==> config.mk <==
export PLATFORM = sky130hd
export DESIGN_NAME = gsensor_poll_ctrl
export DESIGN_NICKNAME = d
export VERILOG_FILES = /design/src/rtl/gsensor_poll_ctrl.sv
export SDC_FILE = /design/constraint.sdc
export NUM_CORES = 1
export LEC_CHECK = 0
export ABC_AREA = 1
export CORE_ASPECT_RATIO = 1.1
export CORE_MARGIN = 3
export CORE_UTILIZATION = 32
export DETAILED_ROUTE_END_ITERATION = 6
export HOLD_SLACK_MARGIN = 0.05
export PLACE_DENSITY = 0.6
export SYNTH_ARGS = -nofsm -noshare
export SYNTH_HDL_FRONTEND = slang
export SYNTH_SLANG_ARGS = --single-unit
==> constraint.sdc <==
create_clock -name clk -period 1.7 [get_ports clk]
set_clock_uncertainty 0.1 [all_clocks]
set_input_delay 0.255 -clock clk [delete_from_list [all_inputs] [get_ports clk]]
set_output_delay 0.255 -clock clk [all_outputs]
set_load 0.01 [all_outputs]
==> images/pdn.png <==
Bar = 50 µm. Pins as bars on the die edge.
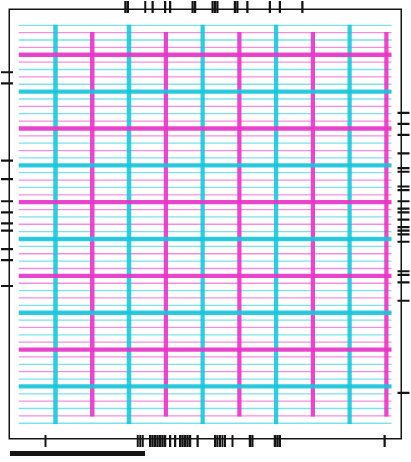
| colour | net |
|---|---|
| magenta | VDD |
| cyan | VSS |
met5 straps: 10
met1 rails: 55
Max rail drop VDD: 0.000747 V
die boundary height: 158 µm
DIE WIDTH: 144 µm
area of the core region: 20,200 µm²

==> images/cell_classes.png <==
Bar = 50 µm.
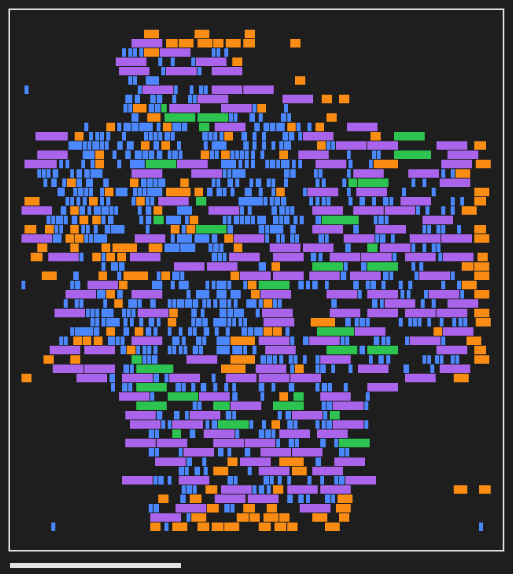
| colour | class | cells | share of their area |
|---|---|---|---|
| blue | all other logic | 642 | 34% |
| purple | flip-flops | 148 | 42% |
| green | clock drivers and dummy loads | 32 | 7.3% |
| orange | other buffers and delay cells | 152 | 17% |
fraction of area in registers: 40.6%
utilization of the core after routing: 45.2%

==> images/clock_map.png <==
Bar = 50 µm.
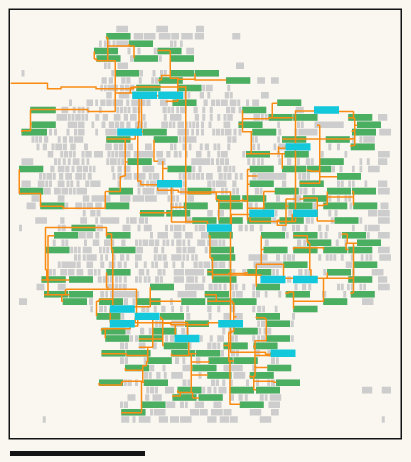
[orange] clock wires | length: 1,860 µm
[green] flip-flops | count: 148
[cyan] cells driving clock nets | count: 17
routed clock nets: 18
power dissipated in the clock network: 0.00402 W
clock group share of total power: 28.8%
insertion delay to the later sink of the worst-skew pair: 0.42 ns

==> results.txt <==
Status on the layout run. Sequential cells consume a total of 0.00497 W. Clock sink count landed at 148. Total global-route track usage over all layers is 14.9%. Routed wire length landed at 16.2 mm. Number of maximum-capacitance constraint violations landed at 0. Setup repair after global routing could not meet its margin everywhere.

The critical path is of the register to output port type. Timing would allow up to 604 MHz. Register bit count reported by yosys landed at 148. Combinational cells consume a total of 0.00498 W. Critical path buffer and inverter count landed at 1. The report lists the number of standard-cell rows as 54. STA classifies the critical path startpoint as a register. Sequential share of power landed at 35.6%. For reference, the top cells by count after synthesis are nand2_1 (287), dfrtp_1 (148), o21ai_0 (84). Clock tree synthesis selected as its root buffer the cell clkbuf_16.

STA classifies the critical path endpoint as an output port. Excluding fillers, the count of instances in the completed layout stands at 1,226. Of the total synthesized cell area, the portion taken by XOR and XNOR cells is 1.04%.

For the worst flop-to-flop path, the logic depth is 7. The final timing report gives a worst setup slack of 0.0439 ns. Global routing finished with a remaining overflow of 0.

Per the CTS log, the buffer count on the longest clock path is 2. The synthesized netlist devotes 7.21% of its cell area to compound gates. The synthesized netlist devotes 27.3% of its cell area to simple gates. Per report_power, the combinational group accounts for 35.6% of the total. Post-synthesis instance total landed at 815. Layout overhead on the synthesized area landed at 35.9%.

The analysis attributes to net switching a power of 0.00483 W. For this design, Yosys synthesis ends with a cell count of 815. Measured against the total synthesized area, the mux share comes to 0%. The flow ran to the end, and the final reports show no timing, DRC or antenna violations. Average cell area after synthesis landed at 8.24 µm². The most frequently used library cell after synthesis is nand2_1. Yosys reported that registers with async set or reset make up 100%. In this run the worst path has a maximum fanout of 2.

Number of flip-flops in the largest register landed at 48. Of the cells placed in the final design, the portion with a size suffix greater than 1 is 15.5%. RePlAce ended its routability-driven mode at a weighted congestion of 0.890. Initial core utilization landed at 33.3%. For this design, the slowest cell found on the critical path is clkdlybuf4s50_1.

After detailed routing, the number of vias per cell comes to 4.51. After detailed routing, the number of remaining DRC violations is 0. Cell area after layout landed at 9130 µm². The most common logic cells in the final layout are nand2_1 (281), dfrtp_1 (146), o21ai_0 (83), inv_1 (77), buf_4 (65).

Data on the critical path arrives at its endpoint at 1.30 ns. The most critical hold endpoint after final layout shows a slack of 0.210 ns. Yosys attributes the largest share of cell area to dfrtp_1 (55%), nand2_1 (16%), o21ai_0 (6.3%). Count of input and output buffers landed at 74.

Among all flip-flop cells after synthesis, the most frequent one is dfrtp_1. The number of antenna diodes in the final layout is 0. Sequential element share of the synthesized area landed at 55.1%. Adder and majority gate portion of the synthesized area landed at 2.05%. Grouping non-sequential cells by family puts the most area in simple AND/OR/NAND/NOR gates.

Number of nets in the finished design landed at 984. The first routing iteration left 300 violations. Broken down by cell family, the worst path's largest delay share belongs to buffers and inverters. Per report_power, the top consumer among the power groups is combinational logic. Largest net degree at the start of global routing landed at 50.

Leakage power of the design landed at 5.00 nW. Share of the cycle needed by the critical path after routing landed at 97.4%. Count of vias placed by the detailed router landed at 5,533. The area recorded from the Yosys report for this design is 6720 µm².

Number of pins exceeding their max-slew limit in the final report landed at 0. Summing all placed instances gives a cell area of 8240 µm². Synthesized cell area landed at 6720 µm². The synthesis log from Yosys contains 0 warnings. Power per standard cell area landed at 1530 nW/µm². Global-route wire length before repair landed at 26.8 mm.

Summing internal, switching and leakage power gives 0.0140 W. Net switching is 34.6% of the power. In the power breakdown, the internal column shows 0.00914 W. Detailed placer's ending HPWL landed at 11.9 mm. Fraction of synthesized cell area taken by the top area cell type landed at 55.1%. Maximum single-stage delay on the critical path landed at 0.53 ns.

Clock-pin slew reported for the worst setup and hold paths after clock tree synthesis landed at 0.07 ns. Number of endpoints failing setup at the final stage landed at 0. Setup total negative slack landed at 0 ns. Required time of the worst setup path landed at 1.34 ns. Number of levels in the clock H-tree landed at 4. OpenROAD warning count landed at 35. Counting distinct cell types in the post-synthesis netlist gives 31.

Number of gates on the worst path with buffers counted landed at 1. Of all cell types, the one taking the most synthesized area is dfrtp_1. The via count of the first global-routing pass was 5,249. By instance count after routing, the leading logic cell type is nand2_1. For this design the top-level I/O count stands at 80. The timing report gives the worst reg2reg path a setup slack of 0.06 ns. Per STA, the worst path is made up of clkdlybuf4s50_1. According to the floorplan report, the total die area is 22,800 µm². STA on the placed design reports a worst setup slack of -0.186 ns. Hold violation total from the final report landed at 0. Routed length per instance landed at 13.2 µm.

TritonCTS built the clock tree. Antenna violation net count after detailed routing landed at 0. Cell total after placement landed at 1,187. Total CTS buffers landed at 17. Number of antenna violations at the first check in global routing landed at 0. Note that the worst hold path type here is primary input to asynchronous set/reset pin. In this run, synthesis inferred 0 flip-flops with an integrated enable. Final critical delay including setup and external delays landed at 1.66 ns. The pre-antenna-repair detailed-routing pass consisted of 4 iterations.
final cells by class:
cell class	count	area [µm²]
inverter	83	314
tap	252	315
fill	1980	11100
sequential	148	3710
timing repair buffer	152	1510
clock inverter	14	201
clock buffer	18	439
multi-input combinational	559	2650
what timing repair did:
item | CTS | global route
pin swaps | 3 | 7
resized | 31 | 58
endpoints found under the setup margin | 63 | 97
gates cloned | 0 | 0
hold endpoints to repair | 148 | 0
setup buffers | 2 | 4
hold buffers | 1 | 0
metal layers:
metal / up-vias / GRT usage (%) / share of wire (%)
li1: 2846 / - / -
met4: 0 / 3.73 / 1.0
met5: - / 0 / 0
met1: 2568 / 20.8 / 49
met3: 18 / 3.26 / 3.2
met2: 101 / 23.6 / 47
Power figures rest on the tool's default switching activity, not on a simulated workload.
